<file path="config.mk">
export PLATFORM = sky130hd
export DESIGN_NAME = squarer_iter
export DESIGN_NICKNAME = d
export VERILOG_FILES = /design/src/rtl/squarer_iter.sv
export SDC_FILE = /design/constraint.sdc
export NUM_CORES = 1
export LEC_CHECK = 0
export ABC_AREA = 1
export ABC_CLOCK_PERIOD_IN_PS = 7100
export CORE_MARGIN = 4
export CORE_UTILIZATION = 60
export CTS_CLUSTER_SIZE = 12
export DETAILED_ROUTE_END_ITERATION = 8
export GPL_TIMING_DRIVEN = 0
export PLACE_DENSITY = 0.83
export REMOVE_ABC_BUFFERS = 1
export SLEW_MARGIN = 20
export SYNTH_ARGS = -nofsm -noshare
export SYNTH_HDL_FRONTEND = slang
export SYNTH_SLANG_ARGS = --single-unit
</file>
<file path="constraint.sdc">
create_clock -name clk -period 7.1 [get_ports clk]
set_clock_uncertainty 0.05 [all_clocks]
set_input_delay 1.42 -clock clk [delete_from_list [all_inputs] [get_ports clk]]
set_output_delay 1.42 -clock clk [all_outputs]
set_load 0.005 [all_outputs]
</file>
<file path="src/rtl/squarer_iter.sv">
// squarer_iter: sequential squarer, p = a*a, one shift-add step per clock.
//
// The operand is first reduced to its magnitude. For a signed operand that
// means negating it when the sign bit is set. The magnitude is then squared by
// conditional shift-and-add over its WIDTH bits. The result is always
// non-negative, so signed and unsigned operands share the same datapath.
//
// Ports:
//   clk        rising-edge clock
//   rst_n      asynchronous active-low reset
//   in_valid   operand presented
//   in_ready   block can accept an operand (high only in IDLE)
//   a          WIDTH-bit operand
//   is_signed  1 = a is two's complement; sampled together with a
//   out_valid  result available (high only in DONE)
//   out_ready  consumer accepts the result
//   p          2*WIDTH-bit square; holds its value until the next result

module squarer_iter #(
  parameter int unsigned WIDTH = 8
) (
  input  logic               clk,
  input  logic               rst_n,
  input  logic               in_valid,
  output logic               in_ready,
  input  logic [WIDTH-1:0]   a,
  input  logic               is_signed,
  output logic               out_valid,
  input  logic               out_ready,
  output logic [2*WIDTH-1:0] p
);

  localparam int unsigned CW = $clog2(WIDTH);
  localparam int unsigned PW = 2 * WIDTH;

  localparam logic [CW-1:0] LastCnt = CW'(WIDTH - 1);

  typedef enum logic [1:0] {
    StIdle,
    StCalc,
    StDone
  } state_e;

  state_e state_q, state_d;

  logic [WIDTH-1:0] mag_q, mag_d;
  logic [PW-1:0]    acc_q, acc_d;
  logic [CW-1:0]    cnt_q, cnt_d;
  logic [PW-1:0]    p_q, p_d;

  // Operand magnitude. The most negative value negates to itself. Read as an
  // unsigned WIDTH-bit number, that value is exactly 2^(WIDTH-1), which is the
  // correct magnitude.
  logic             neg_in;
  logic [WIDTH-1:0] a_mag;

  // Partial-product datapath for the current bit step.
  logic [PW-1:0] mag_ext;
  logic [PW-1:0] partial;
  logic [PW-1:0] acc_sum;
  logic          last_step;

  assign neg_in  = is_signed & a[WIDTH-1];
  assign a_mag   = neg_in ? -a : a;

  assign mag_ext   = {{WIDTH{1'b0}}, mag_q};
  assign partial   = mag_q[cnt_q] ? (mag_ext << cnt_q) : '0;
  assign acc_sum   = acc_q + partial;
  assign last_step = (cnt_q == LastCnt);

  // Next-state and datapath control.
  always_comb begin
    state_d = state_q;
    mag_d   = mag_q;
    acc_d   = acc_q;
    cnt_d   = cnt_q;
    p_d     = p_q;

    unique case (state_q)
      StIdle: begin
        if (in_valid) begin
          mag_d   = a_mag;
          acc_d   = '0;
          cnt_d   = '0;
          state_d = StCalc;
        end
      end

      StCalc: begin
        acc_d = acc_sum;
        cnt_d = cnt_q + CW'(1);
        if (last_step) begin
          // The final partial product goes straight into the result register.
          p_d     = acc_sum;
          state_d = StDone;
        end
      end

      StDone: begin
        if (out_ready) begin
          state_d = StIdle;
        end
      end

      default: begin
        state_d = StIdle;
      end
    endcase
  end

  // Handshake outputs are pure state decodes, so reset drives them at once.
  always_comb begin
    in_ready  = 1'b0;
    out_valid = 1'b0;
    unique case (state_q)
      StIdle:  in_ready  = 1'b1;
      StDone:  out_valid = 1'b1;
      default: ;
    endcase
  end

  assign p = p_q;

  always_ff @(posedge clk or negedge rst_n) begin
    if (!rst_n) begin
      state_q <= StIdle;
      mag_q   <= '0;
      acc_q   <= '0;
      cnt_q   <= '0;
      p_q     <= '0;
    end else begin
      state_q <= state_d;
      mag_q   <= mag_d;
      acc_q   <= acc_d;
      cnt_q   <= cnt_d;
      p_q     <= p_d;
    end
  end

endmodule

</file>
==> out/results.ini <==
[outcome]
status = completed

[synthesis]
yosysMostFrequentCell = nand2_1
area_leaders = dfrtp_1 36%, nand2_1 21%, ha_1 7.2%
yosys_cells = 464
topCombFamilyByArea = simple AND/OR/NAND/NOR gates
yosys.cell_types.count = 28
ys_warn_count = 0
numSynthFlops = 45
synth_area_per_cell_um2 = 6.747
async_flop_share_pct = 100.0
yosysTopAreaCell = dfrtp_1
ys_seq_share_pct = 35.97
ys_sh_simple_pct = 35.57
top_area_share_pct = 35.97
yosys.area_share.aoi_pct = 8.553
ys_sh_xor_pct = 2.518
ys_area_um2 = 3131

[cts]
cts_resized = 0
cts_sinks = 45
cts_tree = yes
root_buffer = clkbuf_8
numCtsBuffers = 5
clkTransAtPathRegs_ns = 0.08
cts_setup_buffers = 0
cts_hold_buffers = 0

[worst_setup_path]
worstSetupPathType = flip-flop to flip-flop
cp_num_cells = 16
path_cells = inv_1 > nand2_1 > o21ai_1 > nand2_1 > o21ai_0 > inv_1 > ha_1 > nand2_1 > nor2_1 > nand3_1 > nand2_1 > nand2_1 > nand2_1 > nand2_1 > nand3_1 > nand2_1
arrival_ns = 3.10
slowest_delay_ns = 0.52
end_kind = flip-flop
worstSetupStartpointType = flip-flop
worst_path_dominant_cell_family = simple AND/OR/NAND/NOR gates
startpoint = cnt_q[1]
cp_common_cell = nand2_1
worst_r2r_path_depth = 16
rrSetupSlack_ns = 4.14

[power_and_ir_drop]
power_w = 0.001603
intPower_w = 0.0008292
seq_power_w = 0.000470
switchingPower_w = 0.0007733
comb_power_w = 0.000978
maxPowerGroup = combinational logic
vdd_drop_max_mv = 0.2501
power_density_nw_per_um2 = 450.5
p_leak_nw = 1.993

[layout]
antennaDiodeCount = 0
drive_above_1_share_pct = 4.065
finish.utilization_pct = 70.09
area_growth_pct = 13.63
regArea_um2 = 1126
seq_cells = 45
buffers = 31
finalNonFillerCells = 562
clk_share_pct = 2.321
lay_top_cells = 176 x nand2_1, 60 x inv_1, 45 x dfrtp_1
comb_area_share_pct = 47.94
logic_area_um2 = 1705
largest_class = combinational gates
layout.cells.most_common = nand2_1
clkbuf_count = 6
n_fill_cell = 466

[die]
die_width_um = 80.23
initial_utilization_pct = 61.69
core-area_um2 = 5075
io_pins = 31
fp-row-count = 26
die_area_um2 = 6437
num_tap_cells = 70
die_h_um = 80.23

[route]
top_layer_used = met4
m1WireLength_mm = 3.100
vias = 2844
drt_iter0_drc = 110
wl_met2_mm = 3.131
wl_per_cell_um = 11.94
vias_per_cell = 5.060

[timing]
min_period_ns = 2.955
tightest_slew_ns = 0.5110
finalSetupViolCount = 0
hold_viol = 0
finalCritPeriodShare_pct = 41.63
maxSlewViolCount = 0
tns_ns = 0
max-slew-margin-rel_pct = 65.93
rsz0062_at_grt = no
fmax_ghz = 0.3384

[place]
io_buffers = 30
globalplace.congestion = 0.9304
place_ws_ns = 4.098
hpwl_mm = 5.169
placedCellCount = 554

[global_route]
grt_pass1_vias = 2718
grt_max_degree = 26
track_usage_pct = 23.10
antenna_found_initial = 0
grt-busiest-layer = met2

[flow_run]
warnings = 25

**Routed clock nets over the placement**

Drawn at 8 px/um.
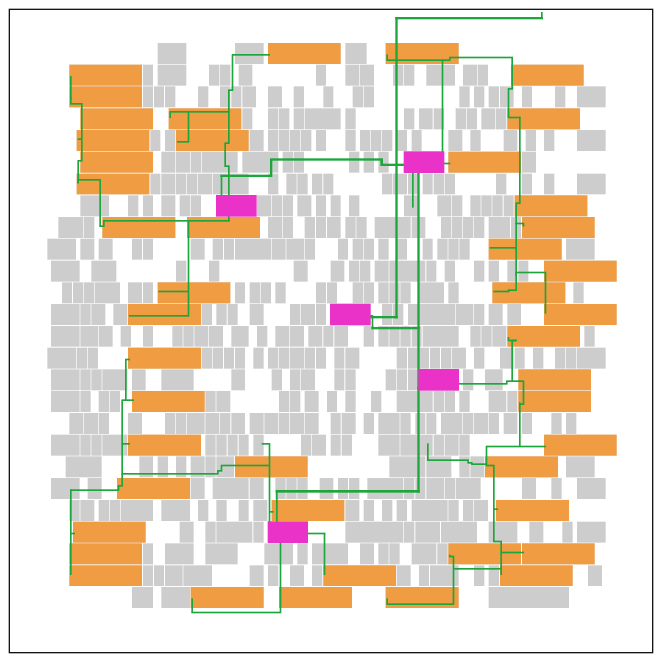
flip-flops: drawn in orange, count 45. clock drivers: drawn in magenta, count 5. clock wires: drawn in green, length 553 um.
Position of the flops: spread over the die.
clock share of power: 9.6%
clock group power: 0.000155 W

**Where the registers sit**

Drawn at 6 px/um.
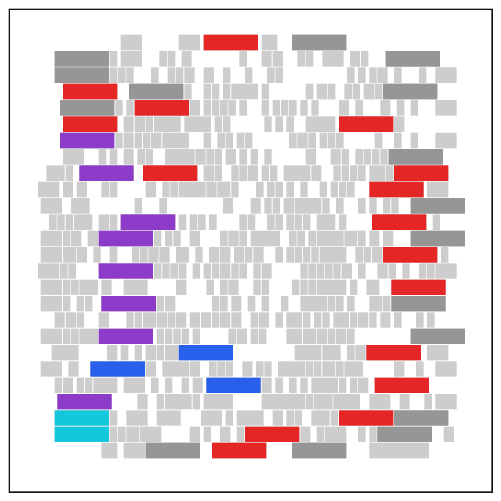
mag_q: drawn in purple, sequential cells 8, where middle left. cnt_q: drawn in blue, sequential cells 3. acc_q: drawn in red, sequential cells 16. state_q: drawn in cyan, sequential cells 2.

**Routing congestion map**

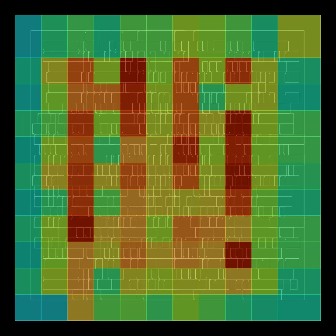
met3 usage: 4.709%
GR met2 Demand/Resource: 39.07%

Power and IR drop assume default switching activity.
